Design ov7670_pixel_capture, sky130hd; sources not shown.
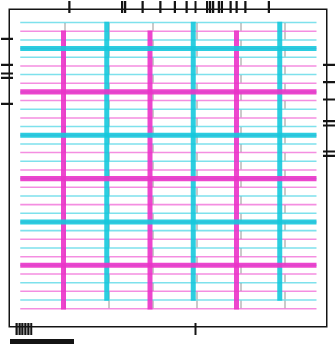
Fig. 1. Floorplan with the power grid.
The bar under the picture is 20 um long. Pins as bars on the die edge. Tap cells in gray.
[VSS] magenta
[VDD] cyan
met1 rails: 34
met5 straps: 6
tap cells: 105
rows: 33
met4 straps: 6
core area: 8340 sq um
die height: 99.1 um
Worst IR Drop VDD: 0.360 mV

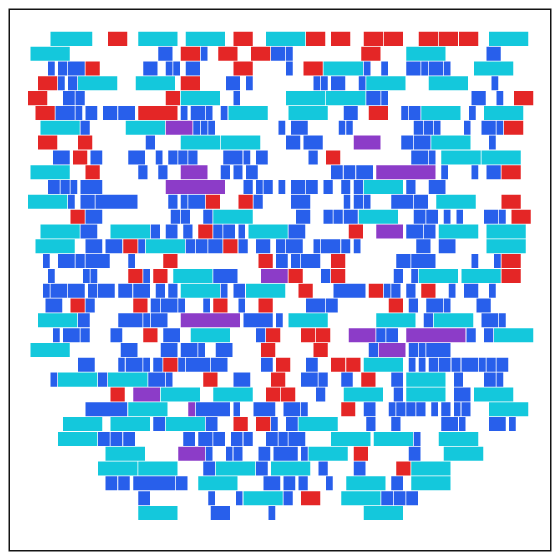
Fig. 2. Placement by cell class.
[remaining buffers and delay cells] red | cells: 79 | share of their area: 14%
[registers] cyan | cells: 87 | share of their area: 37%
[clock drivers and dummy loads] purple | cells: 14 | share of their area: 5.2%
[remaining logic cells] blue | cells: 339 | share of their area: 44%
fraction of area in registers: 35.7%
utilization after layout: 58.6%
FP Rows: 33
final std cell area, no fill: 4880 sq um

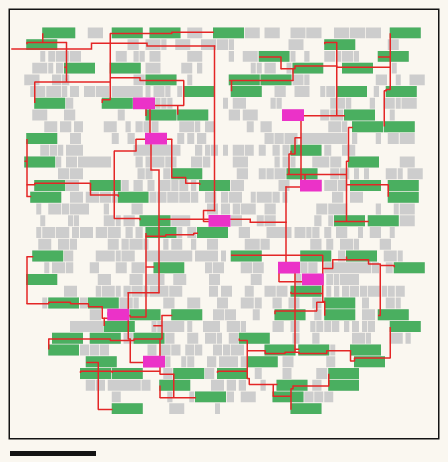
Fig. 3. Clock wires, drivers and flops.
The bar under the picture is 20 um long.
[flip-flops] green | count: 87
[clock-net drivers] magenta | count: 9
[clock wires] red | length: 1050 um
flops lie: spread over the die
Clock Power: 1.53 mW
part of the total power dissipated in the clock network: 44.7%

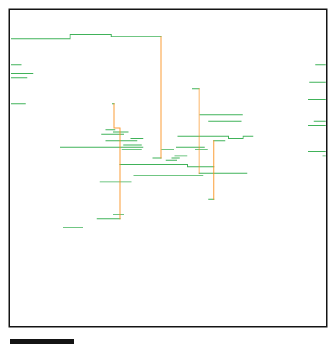
Fig. 4. Signal wires by layer.
The bar under the picture is 20 um long. Two of the layers only.
[M3] green | wire length: 337 um
[M4] orange | wire length: 121 um
all-layer global routing usage: 19.5%
Avg WL per Cell: 14.9 um
total number of vias: 3451
aggregate routed wire length: 9.30 mm

==> results.txt <==
Results of the implementation run.

The run finished with clean final reports. Along the critical path, the tally of buffer and inverter instances is 2. Looking at the area split, the leading class of cells is combinational gates. The mean cell area of the mapped netlist came out at between 8 and 9 sq um.

The worst setup skew after layout came out at between 0.008 and 0.009 ns. The total power divided by cell area came out at between 600 and 700 nW/um^2. In the layout the commonest cells are 86 x dfxtp_1, 62 x nand2_1, 49 x buf_4. The part of the total power dissipated in sequential elements is between 50% and 60%.

Measured against the total synthesized area, the mux share comes to less than 1%. The met3 routing resource usage after global routing is under 10%. Combinational logic is responsible for 4.1% of the overall power. Including well taps, the total number of placed cells is ~610. The number of buffers on the longest clock path is 2. The number of sequential cells in the layout is ~87. The fraction of the cycle the final worst path needs is roughly 94%.

The number of combinational gates with multiple inputs came out at roughly 330. The fraction of met1 tracks used by global routing is a little over a quarter. The adder-cell share of the synthesized area is roughly 1.3%. The number of levels in the clock H-tree came out at 3. Routability-driven placement finished with a final weighted congestion of 0.860. The total of fill cells in the finished design came out at ~760.

The die outline area is 9830 sq um. For this block, wires on met1 add up to about 4.4 mm. The post-route minimum period came out at ~1.9 ns. Summed over all nets, the half-perimeter wirelength after detailed placement is 6.87 mm. The fraction of final layout cells with drive strength greater than 1 came out at 15.4%. The count of flip-flops with a built-in enable after synthesis is 0. Synthesis instantiated 56 different standard cells from the library. Yosys reports that the most numerous cell types are 87 x dfxtp_1, 62 x nand2_1, 34 x nor2_1, 26 x a21oi_1, 23 x xnor2_1.

The number of top-level pins is 36. STA classifies the critical path endpoint as a flop. The number of nets in the layout is around 530. For reference, the final report shows the hold violation count at 0. The logic gate fraction of the total cell area is a little over two fifths. Per the run report, area growth between synthesis and finish was 25.1%. The total placed instance area came out at approximately 4600 sq um. In the synthesized netlist, the dominant kind of combinational cell is simple AND/OR/NAND/NOR gates. The register area share after synthesis is between 40% and 50%. The final number of max-transition violations is 0. The total number of tap cells is between 100 and 150. Counting only logic cells after layout, the most numerous master is dfxtp_1. The net switching power came out at roughly 0.67 mW. Switching power as a fraction of the total was reported as around a fifth.

The overall power of the completed layout came out at ~3.4 mW. The number of nets handed over by synthesis was between 400 and 500. The total congestion overflow came out at 0. The slew of the pin with the lowest slew margin is roughly 0.5 ns.
Power is estimated from default activity; no workload was simulated.
